**config.mk**
```make
export PLATFORM = sky130hd
export DESIGN_NAME = regfl_wr_arb_flat
export DESIGN_NICKNAME = d
export VERILOG_FILES = /design/src/rtl/regfl_wr_arb_if.sv /design/src/rtl/regfl_wr_arb.sv /design/src/flat_wrapper.sv
export SDC_FILE = /design/constraint.sdc
export NUM_CORES = 1
export LEC_CHECK = 0
export CORE_MARGIN = 5
export CORE_UTILIZATION = 23
export DETAILED_ROUTE_END_ITERATION = 10
export HOLD_SLACK_MARGIN = 0.15
export PLACE_DENSITY = 0.57
export SYNTH_ARGS = -nofsm -noshare
export SYNTH_HDL_FRONTEND = slang
export SYNTH_SLANG_ARGS = --single-unit
```
**constraint.sdc**
```tcl
create_clock -name clk -period 1.77 [get_ports clk]
set_clock_uncertainty 0.2 [all_clocks]
set_input_delay 0.354 -clock clk [delete_from_list [all_inputs] [get_ports clk]]
set_output_delay 0.354 -clock clk [all_outputs]
set_load 0.02 [all_outputs]
```
**src/rtl/regfl_wr_arb_if.sv**
```systemverilog
// Bundle between the write-port arbiter and the rest of the system: the
// client-side write requests and the register-file write port it drives.
//
// Handshake: a client raises reqN with addrN/dataN and keeps all three
// stable until it sees gntN high. gntN is a one-cycle pulse, issued on the
// same edge that puts the write on wr_e/wr_addr/wr_data. If reqN is still
// high at an edge where gntN is already high, that is a fresh request.
// The register file captures wr_addr/wr_data on the edge after wr_e rises.
interface regfl_wr_arb_if #(
    parameter int W = 8,
    parameter int A = 2
);
    logic         init;
    logic         req0;
    logic [A-1:0] addr0;
    logic [W-1:0] data0;
    logic         req1;
    logic [A-1:0] addr1;
    logic [W-1:0] data1;
    logic         gnt0;
    logic         gnt1;
    logic         busy;
    logic         wr_e;
    logic [A-1:0] wr_addr;
    logic [W-1:0] wr_data;
    // Debug view of the controller: 1 while arbitrating, 0 while clearing.
    logic         dbg_arb;

    modport master (
        output init, req0, addr0, data0, req1, addr1, data1,
        input  gnt0, gnt1, busy, wr_e, wr_addr, wr_data, dbg_arb
    );

    modport slave (
        input  init, req0, addr0, data0, req1, addr1, data1,
        output gnt0, gnt1, busy, wr_e, wr_addr, wr_data, dbg_arb
    );
endinterface

```
**src/rtl/regfl_wr_arb.sv**
```systemverilog
// Write-port controller for a small register file. After reset or an init
// pulse it sweeps zero into every address, then shares the single write
// port between two clients with round-robin arbitration. Every output is a
// flop; grants and the write they launch appear on the same edge.
module regfl_wr_arb #(
    parameter int W = 8,
    parameter int A = 2
) (
    input  logic                 clk,
    input  logic                 rst,
    regfl_wr_arb_if.slave        bus
);
    localparam int           DEPTH = 2 ** A;
    localparam logic [A-1:0] LAST  = A'(DEPTH - 1);

    typedef enum logic {
        S_CLR = 1'b0,
        S_ARB = 1'b1
    } state_t;

    state_t       state;
    logic [A-1:0] cnt;
    logic         ptr;      // client favoured when both request
    logic         gnt0_q;
    logic         gnt1_q;
    logic         busy_q;
    logic         wr_e_q;
    logic [A-1:0] wr_addr_q;
    logic [W-1:0] wr_data_q;
    logic         pick1;    // arbitration winner is client 1

    // Round-robin choice: a lone requester wins, a tie goes to ptr.
    always_comb begin
        pick1 = 1'b0;
        if (bus.req0 && bus.req1) begin
            pick1 = ptr;
        end else if (bus.req1) begin
            pick1 = 1'b1;
        end
    end

    // Controller: clear sweep, then arbitration; init restarts the sweep.
    always_ff @(posedge clk or posedge rst) begin
        if (rst) begin
            state     <= S_CLR;
            cnt       <= '0;
            ptr       <= 1'b0;
            gnt0_q    <= 1'b0;
            gnt1_q    <= 1'b0;
            busy_q    <= 1'b1;
            wr_e_q    <= 1'b0;
            wr_addr_q <= '0;
            wr_data_q <= '0;
        end else if (bus.init) begin
            // init beats any request on the same edge; ptr is kept so the
            // fairness history survives a re-clear.
            state     <= S_CLR;
            cnt       <= '0;
            gnt0_q    <= 1'b0;
            gnt1_q    <= 1'b0;
            busy_q    <= 1'b1;
            wr_e_q    <= 1'b1;
            wr_addr_q <= '0;
            wr_data_q <= '0;
        end else begin
            case (state)
                S_CLR: begin
                    gnt0_q    <= 1'b0;
                    gnt1_q    <= 1'b0;
                    busy_q    <= 1'b1;
                    wr_e_q    <= 1'b1;
                    wr_addr_q <= cnt;
                    wr_data_q <= '0;
                    cnt       <= cnt + A'(1);
                    // busy stays up through the last clear write and drops
                    // on the first arbitration edge.
                    if (cnt == LAST) begin
                        state <= S_ARB;
                    end
                end
                S_ARB: begin
                    busy_q <= 1'b0;
                    if (bus.req0 || bus.req1) begin
                        wr_e_q <= 1'b1;
                        ptr    <= ~pick1;
                        if (pick1) begin
                            gnt0_q    <= 1'b0;
                            gnt1_q    <= 1'b1;
                            wr_addr_q <= bus.addr1;
                            wr_data_q <= bus.data1;
                        end else begin
                            gnt0_q    <= 1'b1;
                            gnt1_q    <= 1'b0;
                            wr_addr_q <= bus.addr0;
                            wr_data_q <= bus.data0;
                        end
                    end else begin
                        // Idle: address and data hold their last value.
                        wr_e_q <= 1'b0;
                        gnt0_q <= 1'b0;
                        gnt1_q <= 1'b0;
                    end
                end
                default: begin
                    state <= S_CLR;
                    cnt   <= '0;
                end
            endcase
        end
    end

    assign bus.gnt0    = gnt0_q;
    assign bus.gnt1    = gnt1_q;
    assign bus.busy    = busy_q;
    assign bus.wr_e    = wr_e_q;
    assign bus.wr_addr = wr_addr_q;
    assign bus.wr_data = wr_data_q;
    assign bus.dbg_arb = (state == S_ARB);
endmodule

```
**src/flat_wrapper.sv**
```systemverilog
// flat-port wrapper written by rule: the top's interface ports become plain ports
module regfl_wr_arb_flat 
#(
    parameter int W = 8,
    parameter int A = 2
)
  (clk, rst, bus_init, bus_req0, bus_addr0, bus_data0, bus_req1, bus_addr1, bus_data1, bus_gnt0, bus_gnt1, bus_busy, bus_wr_e, bus_wr_addr, bus_wr_data, bus_dbg_arb);
  regfl_wr_arb_if #(.W(W), .A(A)) bus_i ();
  input  logic clk;
  input  logic rst;
  input wire logic [$bits(bus_i.init)-1:0] bus_init;
  input wire logic [$bits(bus_i.req0)-1:0] bus_req0;
  input wire logic [$bits(bus_i.addr0)-1:0] bus_addr0;
  input wire logic [$bits(bus_i.data0)-1:0] bus_data0;
  input wire logic [$bits(bus_i.req1)-1:0] bus_req1;
  input wire logic [$bits(bus_i.addr1)-1:0] bus_addr1;
  input wire logic [$bits(bus_i.data1)-1:0] bus_data1;
  output wire logic [$bits(bus_i.gnt0)-1:0] bus_gnt0;
  output wire logic [$bits(bus_i.gnt1)-1:0] bus_gnt1;
  output wire logic [$bits(bus_i.busy)-1:0] bus_busy;
  output wire logic [$bits(bus_i.wr_e)-1:0] bus_wr_e;
  output wire logic [$bits(bus_i.wr_addr)-1:0] bus_wr_addr;
  output wire logic [$bits(bus_i.wr_data)-1:0] bus_wr_data;
  output wire logic [$bits(bus_i.dbg_arb)-1:0] bus_dbg_arb;
  assign bus_i.init = bus_init;
  assign bus_i.req0 = bus_req0;
  assign bus_i.addr0 = bus_addr0;
  assign bus_i.data0 = bus_data0;
  assign bus_i.req1 = bus_req1;
  assign bus_i.addr1 = bus_addr1;
  assign bus_i.data1 = bus_data1;
  assign bus_gnt0 = bus_i.gnt0;
  assign bus_gnt1 = bus_i.gnt1;
  assign bus_busy = bus_i.busy;
  assign bus_wr_e = bus_i.wr_e;
  assign bus_wr_addr = bus_i.wr_addr;
  assign bus_wr_data = bus_i.wr_data;
  assign bus_dbg_arb = bus_i.dbg_arb;
  regfl_wr_arb #(.W(W), .A(A)) u_core (.clk(clk), .rst(rst), .bus(bus_i));
endmodule
```
Run 1, supply network:
Scale bar: 20 um. Pins as bars on the die edge.
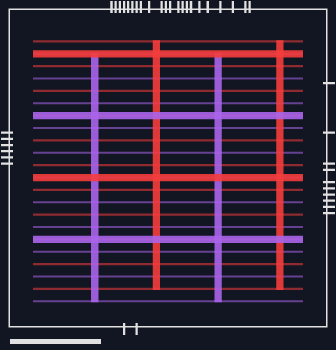
- purple: VSS
- red: VDD
- met5 straps: 4
- signal pins: 40
- met4 straps: 4
- met1 rails: 22
- rows: 21

Run 1, cell classes on the final placement:
Fill, decap, tap and diode cells in gray.
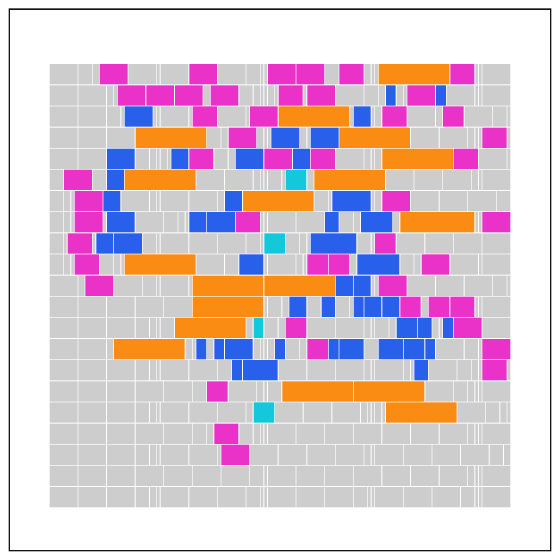
- cyan: clock drivers and dummy loads (cells 4; share of their area 2.1%)
- orange: flip-flops (cells 18; share of their area 36%)
- blue: all other logic (cells 46; share of their area 27%)
- magenta: other buffers and delay cells (cells 48; share of their area 35%)

==> deck_impl_summary.md, run 1 <==
Synthesis and Place & Route Summary

CTS
  – Number of clock sinks: 18
  – Total CTS buffers: 3
  – Buffers from clock root to sink, at most: 2
  – CTS Root Buffer Type: clkbuf_4
  – Clock transition at the register clock pins on the worst setup and hold paths after CTS: 0.10 ns

Job
  – Tally of OpenROAD warnings: 26

Worst setup path
  – Reg2reg end: u_core.bus.wr_data[4]$_DFFE_PP0P_
  – Critical-path maximum fanout: 1
  – Cell depth of the worst setup path: 1
  – Cell family with most CP delay: flip-flops
  – Critical path class: register to output port
  – Data required time of the worst path: 1.22 ns
  – Worst path cell trace: dlygate4sd2_1

Yosys
  – Yosys chip area: 813 um2
  – Dominant cells by area after synthesis: dfrtp_1, a221o_1, and2_1
  – Area share of the leading cell type in the synthesized netlist: 0.523
  – Post-Synthesis Cell Area: 813 um2
  – Number of enable flip-flop cells: 0
  – Number of nets at floorplan: 92
  – Synth cell types: 21
  – #FFs+latches synth: 18

Cells and area
  – Filler-free cell count of the finished design: 162

Placed design
  – Inst Count DP: 158
  – Setup slack at placement: -0.286 ns

Worst hold path
  – Type of the most critical hold path: input pin to asynchronous set/reset pin

Power and ir drop
  – Leakage power summed over all cells: 0.000638 uW

Final timing
  – Fmax achieved: 590 MHz
  – Post-route setup slack: 0.0759 ns
  – Count of pins over their slew limit: 0
  – Final period demand of the worst path: 1.69 ns

Routing
  – DRC violation count after routing: 0
  – Number of search-and-repair iterations in the first detailed-routing pass: 4

GRT
  – Via count of the first global-routing pass: 787
  – Largest net degree at the start of global routing: 19

Outcome
  – Result of the run: finished clean

Floorplan
  – Floorplan row count: 21
  – Die Footprint: 0.00483 mm2
Run 1, clock network drawn from the DEF:
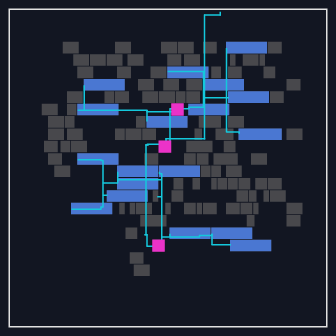
- blue: flip-flops (count 18)
- magenta: cells driving clock nets (count 3)
- cyan: clock wires (length 234 um)
- routed clock nets: 4

-- run 1: flip-flops by register name (all words and copies together), names as in the netlist --
signal              count
u_core.bus.busy         1
u_core.bus.dbg_arb      1
u_core.bus.gnt0         1
u_core.bus.gnt1         1
u_core.bus.wr_addr      2
u_core.bus.wr_data      8
u_core.bus.wr_e         1
u_core.cnt              2
u_core.ptr              1
-- run 1: cell usage in the layout, fill, tap and decap left out, types with 2 or more instances in the layout --
cell / Yosys / layout
a22o_1: 2 / 2
dlygate4sd2_1: 0 / 15
nand2b_1: 2 / 2
a211oi_1: 2 / 2
or3_1: 2 / 2
dfrtp_1: 17 / 17
nor2_1: 5 / 5
and2_1: 8 / 8
a221o_1: 8 / 8
buf_4: 0 / 9
clkdlybuf4s50_1: 0 / 24
nor3_1: 2 / 2
inv_1: 5 / 5
o21ai_0: 2 / 2
clkbuf_4: 0 / 3
-- run 1: where the power goes --
part           internal (uW)  switching, uW
Combinational            121            102
Sequential               449           32.8
Clock                   87.7            122
-- run 1: how the worst min path moves through the flow --
stage,slack [ns],from,endpoint
floorplan,0.09,rst,u_core.bus.dbg_arb$_DFF_PP0_
global placement,0.33,u_core.cnt[1]$_DFFE_PP0P_,u_core.bus.wr_addr[1]$_DFFE_PP0P_
detailed placement,0.35,u_core.cnt[1]$_DFFE_PP0P_,u_core.bus.wr_addr[1]$_DFFE_PP0P_
CTS,0.16,rst,u_core.bus.wr_data[1]$_DFFE_PP0P_
global route,0.20,rst,u_core.bus.wr_data[1]$_DFFE_PP0P_
finish,0.16,rst,u_core.ptr$_DFFE_PP0P_
-- run 1: repair_timing --
action,CTS,global route
hold buffers,0,0
gates cloned,0,0
pin swaps,0,1
resized,15,0
endpoints found under the setup margin,15,8
-- run 1: metal layers --
metal | vias up | part of all wire | track usage
met5 | - | 0 | 0
met4 | 0 | 0.020 | 0.0521
met3 | 4 | 0.035 | 0.0203
met2 | 20 | 0.51 | 0.173
met1 | 330 | 0.44 | 0.129
li1 | 338 | - | -
-- run 1: metrics by stage --
step                cell area, um2  setup TNS (ns)  total power (uW)
floorplan                      813               0               593
global placement              1310           -1.97               716
detailed placement            1310           -2.65               727
CTS                           1310               0               931
global route                  1310               0               975
finish                        1310               0               914
-- run 1: area by class of cell --
cell class	count	area, um2	share of cell area
clock buffers	4	26.3	0.0200
inverters	5	18.8	0.0143
multi-input cells	41	320	0.244
flip-flops and latches	18	452	0.344
well taps	46	57.6	0.0438
repair buffers	48	439	0.334
-- run 1: worst register-to-register path: stages, from the launching register on --
cell and delay (ns):
dfrtp_1 0.44, nor4b_2 0.18, buf_4 0.17, and2_1 0.16, a221o_1 0.25
-- run 1: cells by family after synthesis --
kind of cell,count (synthesis),synth area share
buffers and inverters,7,0.0508
multiplexers,1,0.0123
AND-OR/OR-AND,15,0.165
adder cells (fa/ha/maj),1,0.0154
AND/OR/NAND/NOR,23,0.191
flip-flops,18,0.555
XOR/XNOR,1,0.0108
Run 1, routed metal, one color a layer:
Scale bar: 20 um. Only two layers are drawn.
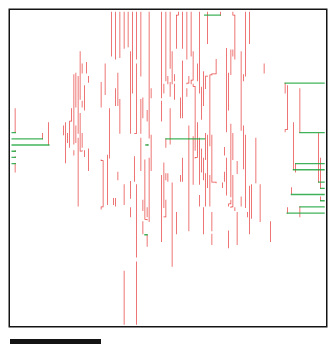

==> run 2, diff against run 1 <==
- ABC_AREA: not set -> 1
- CTS_CLUSTER_SIZE: not set -> 30
- PLACE_DENSITY: 0.57 -> 0.56
Run 2, routed metal, one color a layer:
Scale bar: 20 um. Only two layers are drawn.
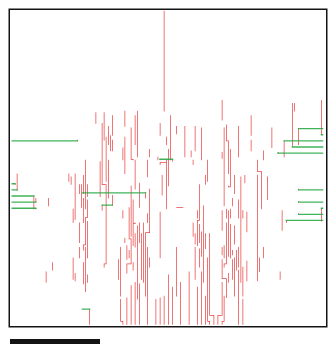
- green: met3 (wire length 107 um)
- red: met2 (wire length 1,060 um)

==> run 2 against run 1 <==
  * Sequential share of layout area down 1.3 points
  * Die area up 2.2%
  * Routed wire length down 6.7%
  * Combinational power up 16%
  * Critical endpoint unchanged
  * Clock power up about 20%
  * Design area up 3.8%
  * First-iteration DRC count down 51%
  * Critical path type unchanged
  * Sequential power down 2%
  * Hold slack better by 0.13 ns
  * Highest routed layer unchanged
==> deck_impl_summary.md, run 2 <==
Synthesis and Place & Route Summary

Outcome
  – Result of the run: finished clean

CTS
  – Clock transition at the register clock pins on the worst setup and hold paths after CTS: 0.10 ns (about the same)
  – Number of clock sinks: 18 (unchanged)
  – Total CTS buffers: 3 (unchanged)
  – Buffers from clock root to sink, at most: 2 (unchanged)
  – TritonCTS clock tree: built
  – CTS Root Buffer Type: clkbuf_4

Yosys
  – Area share of the leading cell type in the synthesized netlist: 0.510 (-0.0133)
  – Portion of the post-synthesis area used by sequential elements: 0.541
  – Number of enable flip-flop cells: 0 (unchanged)
  – Post-Synthesis Cell Area: 835 um2 (+2.6%)
  – Yosys chip area: 835 um2 (+2.6%)
  – Synth cell types: 19 (-9.5%)
  – Dominant cells by area after synthesis: dfrtp_1, nand2_1, o21ai_0
  – #FFs+latches synth: 18 (unchanged)
  – Number of nets at floorplan: 123 (+34%)

Final timing
  – Final hold violation count: 0
  – Fmax achieved: 592 MHz (+0.30%)
  – Final period demand of the worst path: 1.69 ns (-0.00502 ns)
  – Count of pins over their slew limit: 0 (unchanged)
  – Final TNS setup: 0 ns (unchanged)

Worst setup path
  – Worst path cell trace: dlygate4sd2_1
  – Data required time of the worst path: 1.22 ns (about the same)
  – Critical-path maximum fanout: 1 (unchanged)
  – Critical path class: register to output port
  – Cell family with most CP delay: flip-flops
  – Critical-path cell with the highest stage delay: dfstp_2
  – Setup slack on the worst flop-to-flop path: 0.42 ns
  – Peak per-stage delay on the critical path: 0.52 ns

Job
  – Tally of OpenROAD warnings: 26 (unchanged)

Cells and area
  – Leading cell types in the layout, fill and taps excluded: nand2_1, clkdlybuf4s50_1, dfrtp_1, dlygate4sd2_1, nor2_1
  – Filler-free cell count of the finished design: 193 (+19%)
  – Net count of the finished layout: 174
  – Post-layout instance area: 0.00136 mm2 (+3.8%)
  – Max FFs per register: 8 (unchanged)

Routing
  – Number of search-and-repair iterations in the first detailed-routing pass: 4 (unchanged)
  – DRC violation count after routing: 0 (unchanged)

Worst hold path
  – Type of the most critical hold path: register to register

GRT
  – Via count of the first global-routing pass: 767 (-2.5%)
  – Largest net degree at the start of global routing: 14 (-5)

Floorplan
  – Floorplan row count: 21 (unchanged)
  – Top-level I/O count: 40
  – Die Footprint: 0.00493 mm2 (+2.2%)
  – Effective utilization at floorplan: 0.244

Placed design
  – Cell area after placement: 0.00134 mm2 (+2.3%)
  – Inst Count DP: 188 (+19%)

Power and ir drop
  – Power consumption: 980 uW (+7.2%)
  – Leakage power summed over all cells: 0.000698 uW (+9.5%)
## run 2: cell types whose count changed after synthesis, moves of 5 or more
cell,previous run,this run
o21ai_1,0,8
inv_1,5,10
o21ai_0,2,10
nor2_1,5,12
a221o_1,8,0
nand2_1,0,24
and2_1,8,0
## run 2: stage by stage
step           setup slack [ns]  utilization
2_1_floorplan             0.431            -
3_3_place_gp            0.00419        0.391
3_5_place_dp            -0.0431        0.391
4_1_cts                  0.0596        0.399
5_1_grt                  0.0203        0.399
6_report                 0.0809        0.399
## run 2: kinds of logic (layout without fill, tap and decap cells)
group	Yosys count	after routing	synth area share
AND/OR/NAND/NOR	45	45	0.247
AND-OR/OR-AND	20	20	0.124
flip-flops	18	18	0.541
buffers and inverters	13	63	0.0720
adder cells (fa/ha/maj)	1	1	0.0150
## run 2: layer usage
metal  global-route usage  vias to the layer above  wire, um
met2                0.148                       22      1060
li1                     -                      409         -
met4               0.0319                        0        25
met3               0.0330                        2       107
met5                    0                        -         0
met1                0.111                      348       924
## run 2: cell type report
type | count | area [um2]
repair buffers | 48 | 454
flip-flops and latches | 18 | 452
fillers | 364 | 2050
inverters | 11 | 41.3
multi-input cells | 66 | 323
clock buffers | 4 | 36.3
well taps | 46 | 57.6
## run 2: report_power, final
part	switching, uW	total (uW)	internal, uW
clock	125	251	125
combinational	137	259	122
sequential	20.0	470	450
## run 2: what timing repair did
| action | CTS | global route |
|---|---|---|
| hold buffers | 1 | 0 |
| gates resized | 15 | 0 |
| endpoints found under the hold margin | 5 | 0 |
| buffers inserted | 0 | 0 |
| endpoints found under the setup margin | 15 | 0 |
## run 2: final timing paths
check | startpoint | endpoint | cells after the start
setup / recovery | u_core.bus.busy$_DFF_PP1_ | bus_busy | 1
min in group asynchronous | rst | u_core.cnt[0]$_DFFE_PP0P_ | 3
setup reg to reg | u_core.bus.dbg_arb$_DFF_PP0_ | u_core.bus.wr_data[2]$_DFFE_PP0P_ | 6
max in group asynchronous | rst | u_core.bus.wr_data[4]$_DFFE_PP0P_ | 4
hold reg to reg | u_core.bus.wr_data[5]$_DFFE_PP0P_ | u_core.bus.wr_data[5]$_DFFE_PP0P_ | 2
hold / removal | u_core.bus.wr_data[5]$_DFFE_PP0P_ | u_core.bus.wr_data[5]$_DFFE_PP0P_ | 2
No activity file was given, so power comes from the tool's default toggle rates.
